==> config.mk <==
export PLATFORM = sky130hd
export DESIGN_NAME = hbridge_output_stage
export DESIGN_NICKNAME = d
export VERILOG_FILES = /design/src/rtl/hbridge_output_stage.sv
export SDC_FILE = /design/constraint.sdc
export NUM_CORES = 1
export LEC_CHECK = 0
export ABC_CLOCK_PERIOD_IN_PS = 4280
export CAP_MARGIN = 20
export CORE_MARGIN = 3
export CORE_UTILIZATION = 40
export CTS_BUF_LIST = sky130_fd_sc_hd__clkbuf_8
export DETAILED_ROUTE_END_ITERATION = 10
export PLACE_DENSITY = 0.69
export REMOVE_ABC_BUFFERS = 1
export SYNTH_ARGS = -nofsm -noshare
export SYNTH_HDL_FRONTEND = slang
export SYNTH_SLANG_ARGS = --single-unit
==> constraint.sdc <==
create_clock -name clock -period 4.28 [get_ports clock]
set_clock_uncertainty 0.2 [all_clocks]
set_input_delay 0.856 -clock clock [delete_from_list [all_inputs] [get_ports clock]]
set_output_delay 0.856 -clock clock [all_outputs]
set_load 0.02 [all_outputs]
==> run_1/cell_density.png <==
The die is cut into 10 by 10 equal tiles; white is low, dark blue is high, 0 to 100% covered.
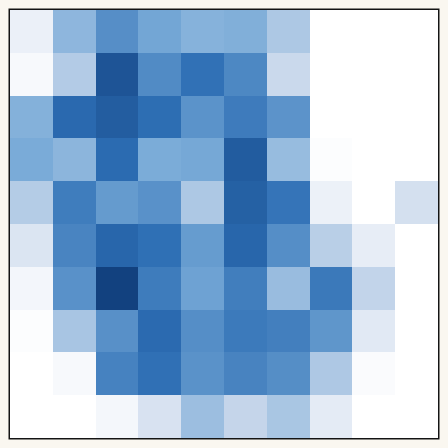
fullest tile	93%
tiles over 75% full	11%
densest ninth of the die	middle
mean over tiles	38%
nearly empty tiles	23%
emptiest ninth of the die	top right
Layout Utilization: 46.3%
fp_density: 41.4%

==> run_1/sizes.png <==
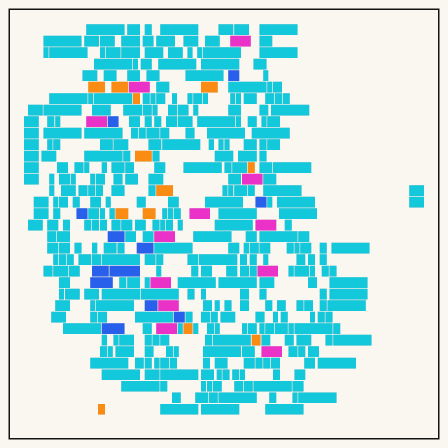
size	colour	cells
_0 and _1 cells	cyan	371
_3 and _4 cells	blue	12
_6 and larger	magenta	12
_2 cells	orange	12
synth-to-layout area growth: 12.0%
setup slack after layout: 920 ps

==> run_1/placement.png <==
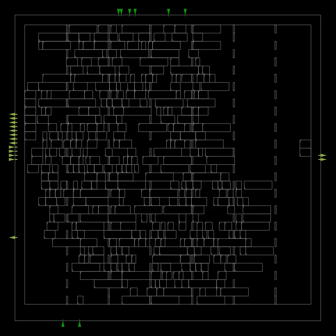
Fillers: 831
Rows: 34
total core area: 0.00876 mm^2
Layout Cells excl Fill: 515
n_taps: 108

==> results.py, run 1 <==
# Generated from Yosys and OpenROAD reports
metrics = {
    "finish": {
        "drive_gt1_share_pct": 8.85,
        "final_area_mm2": 0.00406,
        "nets": 423,
        "largest_reg_flops": 28,
        "n_antenna_cell": 0,
    },
    "min_path": {
        "min_path_cells": 1,
        "hp-class": "reg2reg",
    },
    "place": {
        "place_area_mm2": 0.00387,
        "hpwl_mm": 5.28,
        "portBuffers": 22,
        "routabilityCongestion": 0.803,
    },
    "critical_path": {
        "cpPeakStageDelay_ps": 440,
        "end_kind": "register",
        "slowest_stage": "dfrtp_1",
        "arrival_ps": 3410,
        "r2r_setup_slack_ps": 920,
        "crit_fanout": 13,
        "path_class": "reg2reg",
        "start_kind": "register",
        "rr_worst_depth": 13,
        "critPathRequiredTime_ps": 4330,
        "path_cells": "nor4b_1 > and4_1 > buf_4 > nand4_1 > nor2_1 > xor2_1 > ha_1 > and4_1 > o21a_1 > nor3_1 > a211o_1 > nor3_1 > a211oi_1",
    },
    "power": {
        "p_per_area_mw_per_mm2": 463,
        "p_int_mw": 1.21,
        "clkPwrFrac_pct": 25.6,
        "cellLeakagePower_nw": 1.70,
        "p_seq_share_pct": 42.0,
        "swShare_pct": 35.9,
        "irDropWorstVdd_mv": 0.414,
        "netSwitchingPower_uw": 675,
        "p_comb_share_pct": 32.4,
    },
    "cts": {
        "cts_root_buf": "clkbuf_8",
        "insertion_delay_ps": 340,
        "path_clk_slew_ps": 70,
        "cts_resized": 0,
        "clockBufferDepth": 2,
        "cts_sinks": 62,
        "cts_buffers": 9,
        "cts_tree": "done",
        "hold_buffers": 0,
        "h-tree-depth": 3,
        "postCtsSetupRepairBufs": 0,
    },
    "yosys": {
        "common_cells": "dfrtp_1, nand2_1, o21ai_0",
        "ys_sh_simple_pct": 23.5,
        "top_area_cell": "dfrtp_1",
        "ys_cells": 384,
        "synth_cell_types": 58,
        "async_flop_share_pct": 100,
        "logic_family": "simple AND/OR/NAND/NOR gates",
        "ys_top_cells_by_area": "dfrtp_1, o21ai_0, nand2_1",
        "synthAoiAreaFrac_pct": 16.1,
        "top_cell_area_share_pct": 42.8,
        "top_cell": "dfrtp_1",
        "ys_sh_xor_pct": 4.83,
        "seq_area_frac_synth_pct": 42.8,
        "edf_count": 0,
        "ys_sh_mux_pct": 5.11,
        "syn_area_mm2": 0.00362,
        "yosysWarnings": 0,
        "fa_ha_area_share_pct": 3.11,
        "ff_type": "dfrtp_1",
        "postSynthAreaPerCell_um2": 9.44,
        "yosys_area_mm2": 0.00362,
        "ys.flops": 62,
        "syn-instance-count": 384,
    },
    "grt": {
        "grt_use_total_pct": 16.2,
        "grt.overflow.total": 0,
        "met1_usage_pct": 22.8,
        "antenna_found_initial": 0,
        "grt.met3_usage_pct": 3.51,
        "top_usage_layer": "met2",
        "grt_max_degree": 38,
        "grt_first_pass_wirelength_mm": 13.3,
        "use_met2_pct": 24.3,
        "grt_pass1_vias": 2782,
    },
    "final_timing": {
        "final_max_slew_viol_count": 0,
        "min_period_ps": 3360,
        "max_freq_ghz": 0.298,
        "setup_violations": 0,
        "tns_ps": 0,
        "max-slew-margin-rel_pct": 46.9,
        "finalClockPeriodUsage_pct": 78.5,
        "rsz0062_at_grt": "no",
        "fin_worst_hold_slack_ps": 303,
        "hold_viol": 0,
        "worst_pin_slew_ps": 796,
    },
    "die": {
        "die_y_um": 101,
        "die_area_mm2": 0.0102,
        "ioPinCount": 23,
        "die_w_um": 101,
    },
    "detailed_routing": {
        "drt_iter0_drc": 141,
        "via_per_inst": 5.72,
        "firstDrtPassIters": 5,
        "drc": 0,
        "drt_wl_total_mm": 7.68,
        "vias": 2944,
        "ant_nets": 0,
        "post_drt_wl_per_cell_um": 14.9,
    },
    "run": {
        "tool_warnings": 26,
        "maxCapViolCount": 0,
    },
    "outcome": {
        "outcome": "finished clean",
    },
}
## run 1: cells in the final DEF, fill, tap and decap left out, types with 5 or more instances in the layout
cell and instances:
dfrtp_1 62, nand2_1 37, o21ai_0 29, nand3_1 24, nor2_1 24, clkdlybuf4s50_1 21, a21oi_1 14, nand4_1 12
xor2_1 12, clkbuf_8 12, mux2i_1 11, inv_1 10, o211ai_1 10, ha_1 9, xnor2_1 8, and2_1 8
nor3_1 8, and3_1 7, nor4_1 6, o31ai_1 6, nand2b_1 5, nor2b_1 5
## run 1: per-stage QoR
stage	power (mW)	util, %	setup WS, ps	std cells
floorplan	1.16	-	1100	365
global placement	1.39	44.2	681	499
detailed placement	1.40	44.2	626	499
CTS	1.90	46.3	915	515
global route	2.00	46.3	601	515
finish	1.88	46.3	920	515
## run 1: power by group through the flow
stage	clock network [mW]	registers [mW]	logic, mW
after floorplan	0	0.851	0.312
after global placement	0	0.794	0.599
after detailed placement	0	0.797	0.607
after CTS	0.497	0.787	0.613
after global routing	0.520	0.807	0.675
final	0.480	0.790	0.610
## run 1: kinds of logic (layout without fill, tap and decap cells)
group                      after synthesis  in the layout
buffers and inverters                   28             51
xor gates and xnor gates                20             20
DFF                                     62             62
AOI/OAI and AO/OA                       89             89
and+or+nand+nor                        159            159
adders and majority gates                9              9
muxes                                   17             17
## run 1: area by class of cell
type                       count  area [um^2]
fill                         831         4700
clock inverter                 4         21.3
timing repair buffer          26          245
inverter                       9         33.8
sequential                    62         1550
multi-input combinational    294         1910
tap                          108          135
clock buffer                  12          165
## run 1: critical path, delay by kind of cell (launching register included)
family | cells | cell delay [ps]
AND-OR/OR-AND | 3 | 460
XOR/XNOR | 1 | 230
adder cells (fa/ha/maj) | 1 | 280
buffers and inverters | 1 | 220
flip-flops | 1 | 440
AND/OR/NAND/NOR | 7 | 1430
## run 1: layer usage
metal  wire length (um)  vias up
met5                  0        -
met2               3570       46
li1                   -     1438
met4                150        0
met1               3740     1448
met3                215       12
==> run_1/io_placement.png <==
The bar under the picture is 20 um long. Pins as bars across the die edge, other pins in grey.
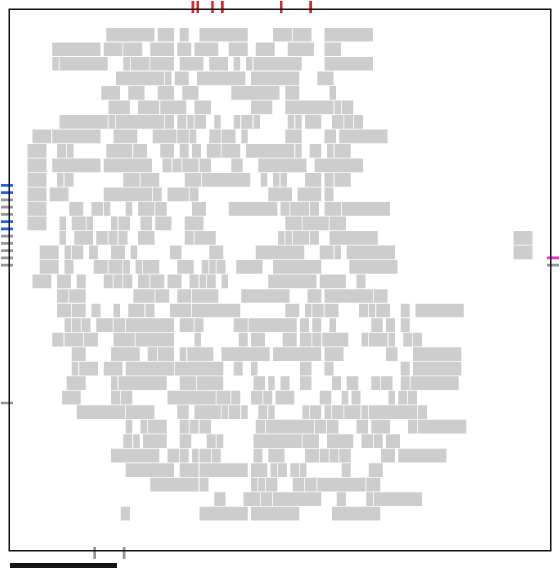

==> inputs of run 2 (changes only) <==
--- a/config.mk
+++ b/config.mk
@@ -5,13 +5,13 @@
 export SDC_FILE = /design/constraint.sdc
 export NUM_CORES = 1
 export LEC_CHECK = 0
-export ABC_CLOCK_PERIOD_IN_PS = 4280
+export ABC_CLOCK_PERIOD_IN_PS = 2900
 export CAP_MARGIN = 20
 export CORE_MARGIN = 3
 export CORE_UTILIZATION = 40
 export CTS_BUF_LIST = sky130_fd_sc_hd__clkbuf_8
 export DETAILED_ROUTE_END_ITERATION = 10
-export PLACE_DENSITY = 0.69
+export PLACE_DENSITY = 0.71
 export REMOVE_ABC_BUFFERS = 1
 export SYNTH_ARGS = -nofsm -noshare
 export SYNTH_HDL_FRONTEND = slang
==> constraint.sdc (replaced) <==
create_clock -name clock -period 2.9 [get_ports clock]
set_clock_uncertainty 0.2 [all_clocks]
set_input_delay 0.58 -clock clock [delete_from_list [all_inputs] [get_ports clock]]
set_output_delay 0.58 -clock clock [all_outputs]
set_load 0.02 [all_outputs]
==> run_2/io_placement.png <==
The bar under the picture is 20 um long. Pins as bars across the die edge, other pins in grey.
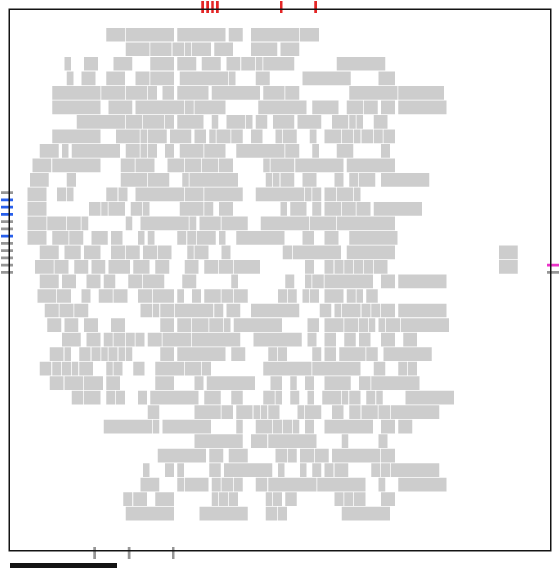
port	colour	pins	direction	edge
ENB	magenta	1	output	right
appliedINs	blue	4	output	left
speedDuty	red	6	input	top
all pins by edge	12 left, 6 top, 3 bottom, 2 right
die width: 101 um
die y size: 101 um
PortBufs: 22

==> run_2/cell_density.png <==
The die is cut into 10 by 10 equal tiles; white is low, dark blue is high, 0 to 100% covered.
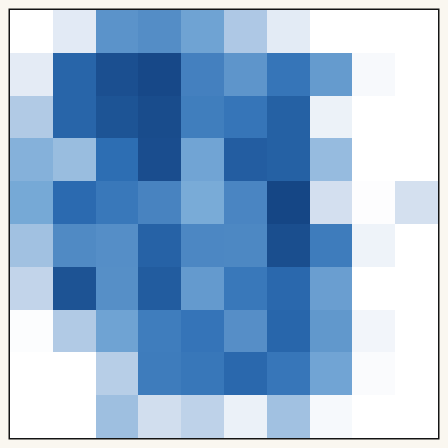
densest ninth of the die	middle
nearly empty tiles	22%
tiles over 75% full	20%
mean over tiles	43%
emptiest ninth of the die	top right
Layout Utilization: 51.6%

==> results.py, run 2 <==
# Generated from Yosys and OpenROAD reports
metrics = {
    "final_timing": {
        "max-slew-margin-rel_pct": 47.5,
        "rsz0062_at_grt": "yes",
        "fin_worst_hold_slack_ps": 196,
        "setup_violations": 1,
        "setup_ws_ps": -190,
        "finalClockPeriodUsage_pct": 107,
        "min_period_ps": 3090,
    },
    "finish": {
        "layout.cells.most_common_list": "dfrtp_1, buf_4, nand2_1",
        "n_antenna_cell": 0,
        "final_area_mm2": 0.00452,
        "largest_reg_flops": 28,
        "nets": 469,
        "syn2layout_area_growth_pct": 24.7,
        "n_fill_cell": 804,
        "drive_gt1_share_pct": 21.6,
    },
    "cts": {
        "cts_buffers": 9,
        "clockBufferDepth": 2,
        "cts_sinks": 62,
        "path_clk_slew_ps": 80,
        "insertion_delay_ps": 340,
    },
    "power": {
        "p_total_mw": 2.92,
        "cellLeakagePower_nw": 1.96,
        "p_per_area_mw_per_mm2": 646,
        "irDropWorstVdd_mv": 0.531,
    },
    "yosys": {
        "ff_type": "dfrtp_1",
        "syn-instance-count": 384,
        "yosysWarnings": 0,
        "ys_cells": 384,
        "top_area_cell": "dfrtp_1",
        "postSynthAreaPerCell_um2": 9.44,
        "async_flop_share_pct": 100,
        "synth_cell_types": 58,
        "top_cell_area_share_pct": 42.8,
        "syn_area_mm2": 0.00362,
    },
    "grt": {
        "antenna_found_initial": 0,
        "grt_pass1_vias": 2971,
        "grt_first_pass_wirelength_mm": 13.8,
        "grt_use_total_pct": 16.6,
        "grt.overflow.total": 0,
    },
    "detailed_routing": {
        "drt_wl_total_mm": 8.26,
        "vias": 3110,
        "via_per_inst": 5.54,
        "ant_nets": 0,
        "drc": 0,
        "post_drt_wl_per_cell_um": 14.7,
        "firstDrtPassIters": 6,
    },
    "min_path": {
        "hp-class": "in2async",
    },
    "place": {
        "routabilityCongestion": 0.865,
        "place_area_mm2": 0.00421,
        "dpl_worst_slack_ps": -363,
        "hpwl_mm": 5.70,
    },
    "die": {
        "fp_util_pct": 41.4,
        "core_area_mm2": 0.00876,
        "ioPinCount": 23,
        "num_rows": 34,
    },
    "critical_path": {
        "end_kind": "register",
        "arrival_ps": 3130,
        "start_kind": "register",
        "rr_worst_depth": 12,
        "path_class": "reg2reg",
    },
    "run": {
        "tool_warnings": 28,
    },
    "outcome": {
        "failed_checks": "setup timing",
        "outcome": "finished with violations",
    },
}
[run 2: cell types whose count changed in the layout (fill, tap and decap cells not counted), sizes merged]
| cell | change |
|---|---|
| buf | +46 |
| bufinv | +1 |
| clkbuf | -3 |
| clkinvlp | +2 |
[run 2: routing by layer]
layer / wire length, um / up-vias / GRT usage, % / part of all wire, %
met5: 0 / - / 0 / 0
li1: - / 1537 / - / -
met3: 293 / 7 / 3.03 / 3.5
met4: 97 / 0 / 5.83 / 1.2
met1: 3930 / 1503 / 22.2 / 48
met2: 3940 / 63 / 27.2 / 48
[run 2: cells by family after synthesis]
family	Yosys count	synth area share (%)
adders and majority gates	9	3.11
AOI/OAI and AO/OA	89	16.1
buffers and inverters	28	4.52
DFF	62	42.8
muxes	17	5.11
and+or+nand+nor	159	23.5
xor gates and xnor gates	20	4.83
[run 2: metrics by stage]
step | setup TNS, ps | util (%) | instances
after global placement | -1480 | 48.0 | 542
final | -190 | 51.6 | 561
after global routing | -301 | 51.6 | 561
after CTS | -207 | 51.0 | 560
after floorplan | -284 | - | 365
after detailed placement | -2930 | 48.0 | 542
[run 2: layout make-up]
| type | count | area [um^2] | share of cell area [%] |
|---|---|---|---|
| Clock inverter | 7 | 66.3 | 1.47 |
| Inverter | 9 | 33.8 | 0.747 |
| Timing Repair Buffer | 72 | 607 | 13.4 |
| Multi-Input combinational cell | 294 | 2000 | 44.3 |
| Clock buffer | 9 | 124 | 2.74 |
| Tap cell | 108 | 135 | 2.99 |
| Sequential cell | 62 | 1550 | 34.3 |
[run 2: repair_timing]
item,in CTS,in global routing
endpoints found under the setup margin,1,1
pin swaps,12,14
buffers inserted,2,1
resized,10,10
[run 2: power by group]
part | switching, mW | internal (mW)
Combinational | 0.506 | 0.512
Sequential | 0.179 | 0.988
Clock | 0.345 | 0.390
[run 2: worst max-delay path, stage by stage, from the launching register on]
cell and delay [ps]:
dfrtp_1 430, nor4bb_4 360, and4_4 300, nand4_1 200, nor2_2 200, xor2_2 190, ha_1 280, o21ai_1 100
o21bai_2 100, nor3_2 200, a211o_1 170, nor3_2 40, a211oi_2 200
No activity file was given, so power comes from the tool's default toggle rates.
